[src/rtl/psum_pad_scheduler_if.sv]
// PPAD scheduler channel bundle: issue tokens, write-backs,
// pad read/write strobes and the drained psum handshake.
interface psum_pad_scheduler_if #(
  parameter int DEPTH = 16
);
  localparam int AW = $clog2(DEPTH);

  logic          o_Iss_rdy;
  logic          i_Iss_ack;
  logic [AW-1:0] o_iss_addr;
  logic          o_iss_first;
  logic          o_iss_last;
  logic          o_pp_read;
  logic [AW-1:0] o_pp_raddr;
  logic          i_Wb_rdy;
  logic          o_Wb_ack;
  logic [AW-1:0] i_wb_addr;
  logic          o_pp_write;
  logic [AW-1:0] o_pp_waddr;
  logic          o_Psum_rdy;
  logic          i_Psum_ack;

  modport master (
    output o_Iss_rdy, o_iss_addr, o_iss_first, o_iss_last,
    output o_pp_read, o_pp_raddr,
    output o_Wb_ack, o_pp_write, o_pp_waddr,
    output o_Psum_rdy,
    input  i_Iss_ack, i_Wb_rdy, i_wb_addr, i_Psum_ack
  );

  modport slave (
    input  o_Iss_rdy, o_iss_addr, o_iss_first, o_iss_last,
    input  o_pp_read, o_pp_raddr,
    input  o_Wb_ack, o_pp_write, o_pp_waddr,
    input  o_Psum_rdy,
    output i_Iss_ack, i_Wb_rdy, i_wb_addr, i_Psum_ack
  );
endinterface

[src/rtl/psum_pad_scheduler.sv]
// PPAD accumulate/drain sequencer. Ports: i_clk/i_rstn, start+config,
// busy/done/err status, and the pif channel bundle (master side).
module psum_pad_scheduler #(
  parameter  int DEPTH = 16,
  parameter  int RW    = 8,
  localparam int AW    = $clog2(DEPTH)
) (
  input  logic          i_clk,
  input  logic          i_rstn,
  input  logic          i_start,
  input  logic [AW:0]   i_nword,
  input  logic [RW-1:0] i_nround,
  output logic          o_busy,
  output logic          o_done,
  output logic          o_err,
  psum_pad_scheduler_if.master pif
);

  typedef enum logic [2:0] {
    IDLE, ACCUM, FLUSH, DRAIN, DONE
  } state_t;

  state_t         state, state_n;
  logic [AW:0]    nword_q, nword_n;
  logic [RW-1:0]  nround_q, nround_n;
  logic [RW-1:0]  round_q, round_n;
  logic [AW-1:0]  addr_q, addr_n;
  logic [AW-1:0]  raddr_q, raddr_n;
  logic [DEPTH-1:0] sb_q, sb_n;
  logic           err_q, err_n;
  logic           vld_q, vld_n;
  logic           rdall_q, rdall_n;

  logic          iss_rdy, iss_first, iss_last;
  logic [AW-1:0] iss_addr, pp_raddr;
  logic          pp_read, psum_rdy, done;
  logic          wb_ack, wb_fire, iss_fire, rd_en;
  logic          wrap;

  assign wrap = ({1'b0, addr_q} == nword_q - (AW+1)'(1));

  always_comb begin
    state_n   = state;
    nword_n   = nword_q;
    nround_n  = nround_q;
    round_n   = round_q;
    addr_n    = addr_q;
    raddr_n   = raddr_q;
    sb_n      = sb_q;
    err_n     = err_q;
    vld_n     = vld_q;
    rdall_n   = rdall_q;
    iss_rdy   = 1'b0;
    iss_first = 1'b0;
    iss_last  = 1'b0;
    iss_addr  = '0;
    pp_read   = 1'b0;
    pp_raddr  = '0;
    psum_rdy  = 1'b0;
    done      = 1'b0;
    iss_fire  = 1'b0;
    rd_en     = 1'b0;

    wb_ack  = (state == ACCUM) || (state == FLUSH);
    wb_fire = wb_ack && pif.i_Wb_rdy;
    // clear first so a set of the same address below wins
    if (wb_fire) begin
      if (!sb_q[pif.i_wb_addr]) err_n = 1'b1;
      sb_n[pif.i_wb_addr] = 1'b0;
    end

    unique case (state)
      IDLE: begin
        if (i_start) begin
          nword_n  = i_nword;
          nround_n = i_nround;
          round_n  = '0;
          addr_n   = '0;
          raddr_n  = '0;
          sb_n     = '0;
          err_n    = 1'b0;
          vld_n    = 1'b0;
          rdall_n  = 1'b0;
          if (i_nword == '0)       state_n = DONE;
          else if (i_nround == '0) state_n = DRAIN;
          else                     state_n = ACCUM;
        end
      end
      ACCUM: begin
        iss_addr  = addr_q;
        iss_first = (round_q == '0);
        iss_last  = wrap && (round_q == nround_q - RW'(1));
        // registered sb only: no bypass of same-cycle write-back
        iss_rdy   = !sb_q[addr_q];
        iss_fire  = iss_rdy && pif.i_Iss_ack;
        if (iss_fire) begin
          pp_read      = !iss_first;
          pp_raddr     = addr_q;
          sb_n[addr_q] = 1'b1;
          if (wrap) begin
            addr_n  = '0;
            round_n = round_q + RW'(1);
          end else begin
            addr_n  = addr_q + AW'(1);
          end
          if (iss_last) state_n = FLUSH;
        end
      end
      FLUSH: begin
        if (sb_q == '0) begin
          state_n = DRAIN;
          addr_n  = '0;
          vld_n   = 1'b0;
          rdall_n = 1'b0;
        end
      end
      DRAIN: begin
        psum_rdy = vld_q;
        pp_raddr = raddr_q;
        // refill the slot when empty or emptying this cycle
        rd_en = !rdall_q && (!vld_q || pif.i_Psum_ack);
        if (rd_en) begin
          pp_read  = 1'b1;
          pp_raddr = addr_q;
          raddr_n  = addr_q;
          vld_n    = 1'b1;
          if (wrap) rdall_n = 1'b1;
          else      addr_n  = addr_q + AW'(1);
        end else if (vld_q && pif.i_Psum_ack) begin
          vld_n = 1'b0;
          if (rdall_q) state_n = DONE;
        end
      end
      DONE: begin
        done    = 1'b1;
        state_n = IDLE;
      end
      default: state_n = IDLE;
    endcase
  end

  always_ff @(posedge i_clk or negedge i_rstn) begin
    if (!i_rstn) begin
      state    <= IDLE;
      nword_q  <= '0;
      nround_q <= '0;
      round_q  <= '0;
      addr_q   <= '0;
      raddr_q  <= '0;
      sb_q     <= '0;
      err_q    <= 1'b0;
      vld_q    <= 1'b0;
      rdall_q  <= 1'b0;
    end else begin
      state    <= state_n;
      nword_q  <= nword_n;
      nround_q <= nround_n;
      round_q  <= round_n;
      addr_q   <= addr_n;
      raddr_q  <= raddr_n;
      sb_q     <= sb_n;
      err_q    <= err_n;
      vld_q    <= vld_n;
      rdall_q  <= rdall_n;
    end
  end

  assign o_busy = (state != IDLE);
  assign o_done = done;
  assign o_err  = err_q;

  assign pif.o_Iss_rdy   = iss_rdy;
  assign pif.o_iss_addr  = iss_addr;
  assign pif.o_iss_first = iss_first;
  assign pif.o_iss_last  = iss_last;
  assign pif.o_pp_read   = pp_read;
  assign pif.o_pp_raddr  = pp_raddr;
  assign pif.o_Wb_ack    = wb_ack;
  assign pif.o_pp_write  = wb_fire;
  assign pif.o_pp_waddr  = pif.i_wb_addr;
  assign pif.o_Psum_rdy  = psum_rdy;

endmodule

[src/flat_wrapper.sv]
// flat-port wrapper written by rule: the top's interface ports become plain ports
module psum_pad_scheduler_flat 
#(
  parameter  int DEPTH = 16,
  parameter  int RW    = 8,
  localparam int AW    = $clog2(DEPTH)
)
  (i_clk, i_rstn, i_start, i_nword, i_nround, o_busy, o_done, o_err, pif_o_Iss_rdy, pif_o_iss_addr, pif_o_iss_first, pif_o_iss_last, pif_o_pp_read, pif_o_pp_raddr, pif_o_Wb_ack, pif_o_pp_write, pif_o_pp_waddr, pif_o_Psum_rdy, pif_i_Iss_ack, pif_i_Wb_rdy, pif_i_wb_addr, pif_i_Psum_ack);
  psum_pad_scheduler_if #(.DEPTH(DEPTH)) pif_i ();
  input  logic i_clk;
  input  logic i_rstn;
  input  logic i_start;
  input  logic [AW:0] i_nword;
  input  logic [RW-1:0] i_nround;
  output logic o_busy;
  output logic o_done;
  output logic o_err;
  output wire logic [$bits(pif_i.o_Iss_rdy)-1:0] pif_o_Iss_rdy;
  output wire logic [$bits(pif_i.o_iss_addr)-1:0] pif_o_iss_addr;
  output wire logic [$bits(pif_i.o_iss_first)-1:0] pif_o_iss_first;
  output wire logic [$bits(pif_i.o_iss_last)-1:0] pif_o_iss_last;
  output wire logic [$bits(pif_i.o_pp_read)-1:0] pif_o_pp_read;
  output wire logic [$bits(pif_i.o_pp_raddr)-1:0] pif_o_pp_raddr;
  output wire logic [$bits(pif_i.o_Wb_ack)-1:0] pif_o_Wb_ack;
  output wire logic [$bits(pif_i.o_pp_write)-1:0] pif_o_pp_write;
  output wire logic [$bits(pif_i.o_pp_waddr)-1:0] pif_o_pp_waddr;
  output wire logic [$bits(pif_i.o_Psum_rdy)-1:0] pif_o_Psum_rdy;
  input wire logic [$bits(pif_i.i_Iss_ack)-1:0] pif_i_Iss_ack;
  input wire logic [$bits(pif_i.i_Wb_rdy)-1:0] pif_i_Wb_rdy;
  input wire logic [$bits(pif_i.i_wb_addr)-1:0] pif_i_wb_addr;
  input wire logic [$bits(pif_i.i_Psum_ack)-1:0] pif_i_Psum_ack;
  assign pif_o_Iss_rdy = pif_i.o_Iss_rdy;
  assign pif_o_iss_addr = pif_i.o_iss_addr;
  assign pif_o_iss_first = pif_i.o_iss_first;
  assign pif_o_iss_last = pif_i.o_iss_last;
  assign pif_o_pp_read = pif_i.o_pp_read;
  assign pif_o_pp_raddr = pif_i.o_pp_raddr;
  assign pif_o_Wb_ack = pif_i.o_Wb_ack;
  assign pif_o_pp_write = pif_i.o_pp_write;
  assign pif_o_pp_waddr = pif_i.o_pp_waddr;
  assign pif_o_Psum_rdy = pif_i.o_Psum_rdy;
  assign pif_i.i_Iss_ack = pif_i_Iss_ack;
  assign pif_i.i_Wb_rdy = pif_i_Wb_rdy;
  assign pif_i.i_wb_addr = pif_i_wb_addr;
  assign pif_i.i_Psum_ack = pif_i_Psum_ack;
  psum_pad_scheduler #(.DEPTH(DEPTH), .RW(RW)) u_core (.i_clk(i_clk), .i_rstn(i_rstn), .i_start(i_start), .i_nword(i_nword), .i_nround(i_nround), .o_busy(o_busy), .o_done(o_done), .o_err(o_err), .pif(pif_i));
endmodule
[config.mk]
export PLATFORM = sky130hd
export DESIGN_NAME = psum_pad_scheduler_flat
export DESIGN_NICKNAME = d
export VERILOG_FILES = /design/src/rtl/psum_pad_scheduler_if.sv /design/src/rtl/psum_pad_scheduler.sv /design/src/flat_wrapper.sv
export SDC_FILE = /design/constraint.sdc
export NUM_CORES = 1
export LEC_CHECK = 0
export CAP_MARGIN = 20
export CORE_UTILIZATION = 60
export DETAILED_ROUTE_END_ITERATION = 7
export PLACE_DENSITY = 0.86
export SYNTH_ARGS = -nofsm -noshare
export SYNTH_HDL_FRONTEND = slang
export SYNTH_SLANG_ARGS = --single-unit
[constraint.sdc]
create_clock -name i_clk -period 5.6 [get_ports i_clk]
set_input_delay 1.4 -clock i_clk [delete_from_list [all_inputs] [get_ports i_clk]]
set_output_delay 1.4 -clock i_clk [all_outputs]
set_load 0.02 [all_outputs]
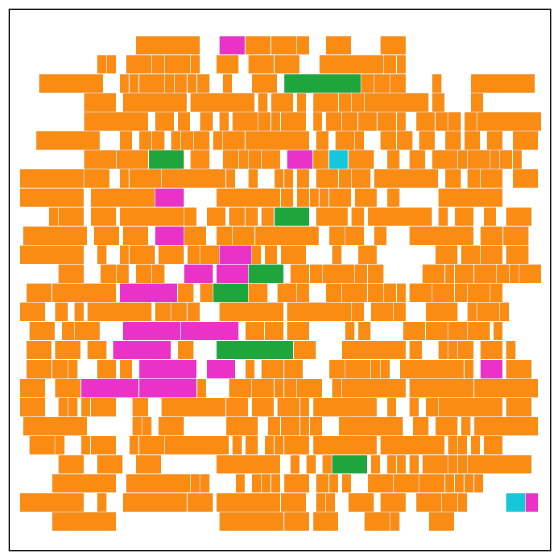
(cell sizes after repair)
drive 1 or less: in orange, cells 381, most used nand2_1. drive 3 to 4: in cyan, cells 2, most used buf_4. drive 6 and up: in green, cells 7, most used clkbuf_8. drive 2: in magenta, cells 17, most used mux4_2.
Non-clock buffers: 46
final worst setup slack: 656 ps

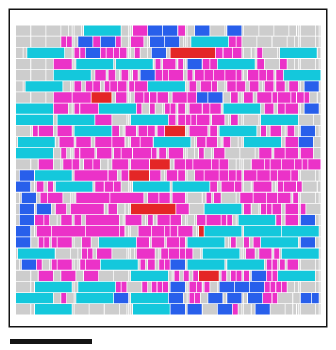
(placement by cell class)
Scale bar: 20 µm. Fill, decap, tap and diode cells in grey.
all other logic: in magenta, cells 302. clock drivers and dummy loads: in red, cells 8. other buffers and delay cells: in blue, cells 46. flip-flops: in cyan, cells 51.
area of the core: 5270 µm²
total non-filler cell area in the finished layout: 3920 µm²
fin util: 0.745
row count: 26
sequential share of cell area: 0.325

==> metrics.yaml <==
worst_hold_slack_ps: 495
final_layout_size_suffix_gt1_frac: 0.0639
tritoncts_num_sinks: 51
timing.reg2reg.setup_slack_ps: 2690
postCtsSetupRepairBufs: 0
stage_log_warnings: 30
edf_count: 0
place_worst_setup_slack_ps: 728
clock_insertion_delay_worst_skew_ps: 310
worst-r2r-cell-count: 6
synth_cell_type_count: 53
min_delay_path_depth: 2
setup.worst_path.end_class: "output pin"
drt-pass1-iter-count: 5
synthTopCellsByCount: "sky130_fd_sc_hd__nand2_1, sky130_fd_sc_hd__dfrtp_1, sky130_fd_sc_hd__nor2_1"
and_or_or_and_share_of_the_synthesized_area: 0.190
cts.hold.buffers_added: 0
status: "finished, final reports clean"
reg2reg_from: "u_core.addr_q[0]"
floorplan.die.width_um: 77.1
finalCriticalPeriod_ps: 4940
cts_h_tree_lvls: 2
tritoncts_buffer_count: 5
worst-endpoint-arrival_ps: 3540
cts_tree: "done"
worst_clock_skew_ps: 6.31
synth.cellmix.xorXnorShare: 0.0388
yosys_most_used_dff: "sky130_fd_sc_hd__dfrtp_1"
fin_crit_sh: 0.883
synth.top_cells.by_area: "sky130_fd_sc_hd__dfrtp_1, sky130_fd_sc_hd__nand2_1, sky130_fd_sc_hd__a32o_1, sky130_fd_sc_hd__mux4_2, sky130_fd_sc_hd__xnor2_1"
route.met3.wl_um: 528
cts-resized-gates: 0
floorplan.initialDensity: 0.642
route.antenna.remaining_nets: 0
worstPathMaxFanout: 7
total_power_mw: 1.94
-- state kept, by name, summed over array words and instances (netlist names), 3 cells and up --
name / flops
u_core.sb_q: 16
u_core.nround_q: 8
u_core.round_q: 8
u_core.nword_q: 5
u_core.addr_q: 4
u_core.raddr_q: 4
u_core.state: 3
-- worst max-delay path by stage --
stage | start | slack (ps) | end
after detailed placement | pif_i_Psum_ack | 730 | pif_o_pp_raddr[1]
after global placement | pif_i_Psum_ack | 810 | pif_o_pp_raddr[0]
final | pif_i_Psum_ack | 660 | pif_o_pp_raddr[1]
after floorplan | pif_i_Psum_ack | 1920 | pif_o_pp_raddr[1]
after global routing | pif_i_Psum_ack | 510 | pif_o_pp_raddr[1]
after CTS | pif_i_Psum_ack | 720 | pif_o_pp_raddr[1]
-- layout make-up --
class                      count  area [µm²]
tap                           70        87.6
clock buffer                   6        72.6
timing repair buffer          46         450
inverter                      17        63.8
fill                         380        1350
clock inverter                 2        60.1
sequential                    51        1280
multi-input combinational    285        1910
-- worst min-delay path, cell delays in order, from the launching register on --
cell and delay (ps):
sky130_fd_sc_hd__dfrtp_1 350, sky130_fd_sc_hd__nand2_1 40, sky130_fd_sc_hd__o21ai_0 60
-- where the power goes --
group	internal [mW]	switching [mW]	leakage, nW
clock	0.179	0.128	0.0654
combinational	0.414	0.591	0.865
sequential	0.470	0.160	0.676
total	1.06	0.880	1.61
-- placed cells by master (no fill, tap or decap), drive strengths merged, types with 5 or more instances in the layout --
| cell | Yosys | layout |
|---|---|---|
| a21oi | 17 | 17 |
| a22o | 5 | 5 |
| a32o | 16 | 16 |
| and2 | 6 | 6 |
| clkbuf | 14 | 6 |
| clkdlybuf4s50 | 0 | 43 |
| dfrtp | 51 | 51 |
| ha | 8 | 8 |
| inv | 17 | 17 |
| mux4 | 7 | 7 |
| nand2 | 58 | 58 |
| nand3 | 16 | 16 |
| nor2 | 24 | 24 |
| nor3 | 13 | 13 |
| nor4 | 8 | 8 |
| o211ai | 5 | 5 |
| o21ai | 17 | 17 |
| o31ai | 5 | 5 |
| or4 | 6 | 6 |
| xnor2 | 12 | 12 |
-- kinds of logic after synthesis --
group | Yosys count
buffers and inverters | 42
adders and majority gates | 8
DFF | 51
muxes | 14
and+or+nand+nor | 161
xor gates and xnor gates | 15
AOI/OAI and AO/OA | 87
-- through the flow --
step                utilization  instances
global route              0.745        477
detailed placement        0.719        469
global placement          0.719        469
CTS                       0.745        477
finish                    0.745        477
floorplan                     -        378
-- layer usage --
layer | global-route usage | vias up
met5 | 0 | -
met3 | 0.0357 | 27
met2 | 0.564 | 165
met1 | 0.386 | 1533
met4 | 0.134 | 0
li1 | - | 1458
Power is estimated from default activity; no workload was simulated.
